File: src/rtl/mac_inverse.sv
// Recovers A from D = A*B + C by restoring division: quot = (D - C) / B, rem = (D - C) mod B.
// Optional early-exit error detection (B == 0, D < C) is enabled by defining MAC_INVERSE_ERR_EN.
module mac_inverse #(
    parameter int IN_W  = 8,
    parameter int OUT_W = 16
) (
    input  logic             clk,
    input  logic             rst_n,
    input  logic             start,
    input  logic [OUT_W-1:0] data_in,
    input  logic [IN_W-1:0]  b,
    input  logic [IN_W-1:0]  c,
    output logic             busy,
    output logic             done,
    output logic [OUT_W-1:0] quot,
    output logic [IN_W-1:0]  rem,
    output logic             err_div0,
    output logic             err_under
);

    localparam int CNT_W = $clog2(OUT_W);

    typedef enum logic [1:0] {IDLE, LOAD, DIV, DONE} state_t;

    state_t             state, state_nxt;
    logic [OUT_W-1:0]   d_r;
    logic [IN_W-1:0]    b_r;
    logic [IN_W-1:0]    c_r;
    logic [OUT_W-1:0]   dvd_r;
    logic [IN_W:0]      prem_r;
    logic [CNT_W-1:0]   cnt_r;
    logic               err_exit;
    logic               b_zero;
    logic               d_lt_c;
    logic [IN_W+1:0]    step;

    // One restoring step: returns {next partial remainder, quotient bit}.
    function automatic logic [IN_W+1:0] div_step(input logic [IN_W:0]   prem,
                                                 input logic            bit_in,
                                                 input logic [IN_W-1:0] dvs);
        logic [IN_W:0] trial;
        trial = {prem[IN_W-1:0], bit_in};
        if (trial >= {1'b0, dvs})
            div_step = {trial - {1'b0, dvs}, 1'b1};
        else
            div_step = {trial, 1'b0};
    endfunction

    assign b_zero = (b_r == '0);
    assign d_lt_c = (d_r < {{(OUT_W-IN_W){1'b0}}, c_r});
    assign step   = div_step(prem_r, dvd_r[OUT_W-1], b_r);

`ifdef MAC_INVERSE_ERR_EN
    assign err_exit = b_zero || d_lt_c;
`else
    assign err_exit = 1'b0;
`endif

    always_ff @(posedge clk or negedge rst_n) begin
        if (!rst_n)
            state <= IDLE;
        else
            state <= state_nxt;
    end

    always_comb begin
        state_nxt = state;
        case (state)
            IDLE: if (start) state_nxt = LOAD;
            LOAD: state_nxt = err_exit ? DONE : DIV;
            DIV:  if (cnt_r == '0) state_nxt = DONE;
            DONE: state_nxt = IDLE;
            default: state_nxt = IDLE;
        endcase
    end

    always_comb begin
        busy = (state != IDLE);
        done = (state == DONE);
    end

    // Dividend register doubles as the quotient shift register: MSB out, quotient bit in.
    always_ff @(posedge clk or negedge rst_n) begin
        if (!rst_n) begin
            d_r    <= '0;
            b_r    <= '0;
            c_r    <= '0;
            dvd_r  <= '0;
            prem_r <= '0;
            cnt_r  <= '0;
            quot   <= '0;
            rem    <= '0;
        end else begin
            case (state)
                IDLE: begin
                    if (start) begin
                        d_r <= data_in;
                        b_r <= b;
                        c_r <= c;
                    end
                end
                LOAD: begin
                    if (err_exit) begin
                        quot <= '0;
                        rem  <= '0;
                    end else begin
                        dvd_r  <= d_r - {{(OUT_W-IN_W){1'b0}}, c_r};
                        prem_r <= '0;
                        cnt_r  <= CNT_W'(OUT_W-1);
                    end
                end
                DIV: begin
                    dvd_r  <= {dvd_r[OUT_W-2:0], step[0]};
                    prem_r <= step[IN_W+1:1];
                    cnt_r  <= cnt_r - 1'b1;
                    if (cnt_r == '0) begin
                        quot <= {dvd_r[OUT_W-2:0], step[0]};
                        rem  <= step[IN_W:1];
                    end
                end
                default: ;
            endcase
        end
    end

`ifdef MAC_INVERSE_ERR_EN
    always_ff @(posedge clk or negedge rst_n) begin
        if (!rst_n) begin
            err_div0  <= 1'b0;
            err_under <= 1'b0;
        end else if (state == LOAD && err_exit) begin
            err_div0  <= b_zero;
            err_under <= !b_zero && d_lt_c;
        end else if (state == DIV && cnt_r == '0) begin
            err_div0  <= 1'b0;
            err_under <= 1'b0;
        end
    end
`else
    assign err_div0  = 1'b0;
    assign err_under = 1'b0;
`endif

endmodule

File: config.mk
export PLATFORM = sky130hd
export DESIGN_NAME = mac_inverse
export DESIGN_NICKNAME = d
export VERILOG_FILES = /design/src/rtl/mac_inverse.sv
export SDC_FILE = /design/constraint.sdc
export NUM_CORES = 1
export LEC_CHECK = 0
export CAP_MARGIN = 30
export CORE_UTILIZATION = 25
export DETAILED_ROUTE_END_ITERATION = 6
export PLACE_DENSITY = 0.44
export SLEW_MARGIN = 10
export SYNTH_ARGS = -nofsm -noshare
export SYNTH_HDL_FRONTEND = slang
export SYNTH_SLANG_ARGS = --single-unit
export TNS_END_PERCENT = 1
File: constraint.sdc
create_clock -name clk -period 2.3 [get_ports clk]
set_input_delay 0.345 -clock clk [delete_from_list [all_inputs] [get_ports clk]]
set_output_delay 0.345 -clock clk [all_outputs]
set_load 0.02 [all_outputs]
==> GITHUB_STEP_SUMMARY, run 1 <==
### Yosys + OpenROAD results

| Metric | Value |
|---|---|
| WP buf/inv | 1 |
| Worst setup path end | rem[4] |
| Port buffer count | 60 |
| Post-cts resize count | 0 |
| Chip area | 0.0182 mm^2 |
| Most used cell, CP | mux2_2 |
| XORs/XNORs by Area | 2.58% |
| Sw Share | 40.8% |
| Critical path origin | b_r[3] |
| Fmax | 0.455 GHz |
| Reg2reg path depth | 8 |
| Crit Path Max Fanout | 5 |
| CP Depth | 8 |
| Comb area share | 37.0% |
| Mux area share | 11.2% |
| Main flop type | dfrtp_1 |
| Net Sw Power | 3.07 mW |
| Startpoint types | flop |
| N_diodes | 0 |
| Final TNS setup | 0 ps |
| Chip width | 135 um |
| Result of the run | finished clean |
| Area Growth Syn to Fin | 28.3% |
| Logic area | 0.00209 mm^2 |
| Cells after Synth | 426 |
| Int Pwr | 4.46 mW |
| Leakage | 2.50 nW |
| Reg2reg start | b_r[3] |
| Pre-CTS worst setup slack | 61.5 ps |
| Sequential area share after synthesis | 48.8% |
| Gr busiest metal | met2 |
| Sequential share of power | 31.7% |
| GRT overflow | 0 |
| List of most frequent post-synthesis cells | dfrtp_1, nand2_1, mux2_2 |
| Root Driver | clkbuf_16 |
| CTS Buffer Depth | 2 |
| Top cells by area | dfrtp_1, mux2_2, ha_1 |
| Clock net power | 1.34 mW |
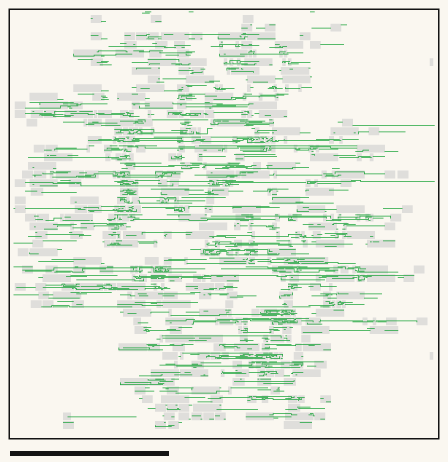
(run_1/layer_met1.png)
The bar under the picture is 50 um long.
nets with wire on the layer = 504
wire length on this layer = 5260 um
main direction = horizontal
longest straight run = 49.7 um
share of all routed wire = 50%
Vias: 3268
total routed wirelength: 10.5 mm
GRT met1 Usage: 17.6%

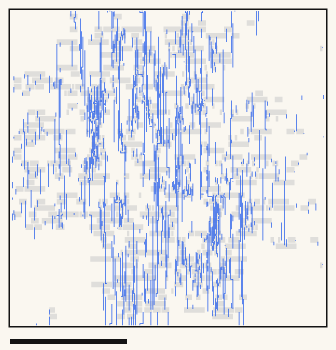
(run_1/layer_met2.png)
The bar under the picture is 50 um long.
main direction = vertical
share of all routed wire = 45%
wire length on this layer = 4690 um
met2 usage: 19.2%

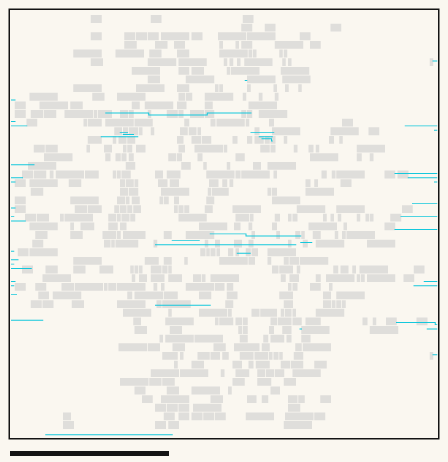
(run_1/layer_met3.png)
The bar under the picture is 50 um long.
wire length on this layer = 370 um
longest straight run = 44.2 um
share of all routed wire = 3.5%
GRT met3 Usage: 3.08%

--- run 2 (diff from run 1) ---
ABC_AREA = 0   (was default)
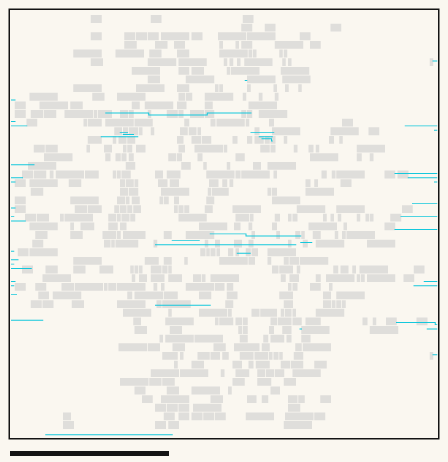
(run_2/layer_met3.png)
The bar under the picture is 50 um long.
nets with wire on the layer = 40
longest straight run = 44.2 um
share of all routed wire = 3.5%
wire length on this layer = 370 um
main direction = horizontal

==> run 2 against run 1 <==
Critical path depth did not move. Core utilization did not move. Worst setup slack did not move. Maximum frequency did not move. Via count did not move. Cell count did not move. Sequential power barely moved. Worst hold slack did not move. Non-clock buffer count did not move. Critical path type unchanged. Critical endpoint unchanged.
==> GITHUB_STEP_SUMMARY, run 2 <==
### Yosys + OpenROAD results

| Metric | Value |
|---|---|
| Result of the run | finished clean |
| List of most frequent post-synthesis cells | dfrtp_1, nand2_1, mux2_2 |
| XORs/XNORs by Area | 2.58% |
| Reg2reg path depth | 8 |
| Top cells by area | dfrtp_1, mux2_2, ha_1 |
| Comb area share | 37.0% |
| Met2 usage | 19.2% |
| Pre-CTS worst setup slack | 61.5 ps |
| Chip area | 0.0182 mm^2 |
| GRT met3 Usage | 3.08% |
| Net Sw Power | 3.07 mW |
| WP buf/inv | 1 |
| Total routed wirelength | 10.5 mm |
| Critical path origin | b_r[3] |
| Logic area | 0.00209 mm^2 |
| Sw Share | 40.8% |
| Sequential area share after synthesis | 48.8% |
| Int Pwr | 4.46 mW |
| GRT met1 Usage | 17.6% |
| Sequential share of power | 31.7% |
| Startpoint types | flop |
| Clock net power | 1.34 mW |
| Leakage | 2.50 nW |
| Worst setup path end | rem[4] |
| N_diodes | 0 |
| Vias | 3268 |
| Cells after Synth | 426 |
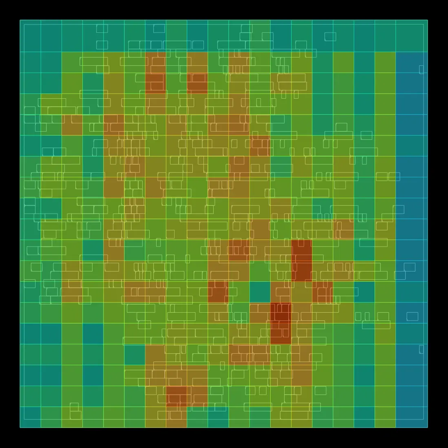
(run_2/congestion.png)
gr busiest metal: met2
Finished Core Util: 32.8%
Avg WL per Cell: 14.4 um

Power figures rest on the tool's default switching activity, not on a simulated workload.
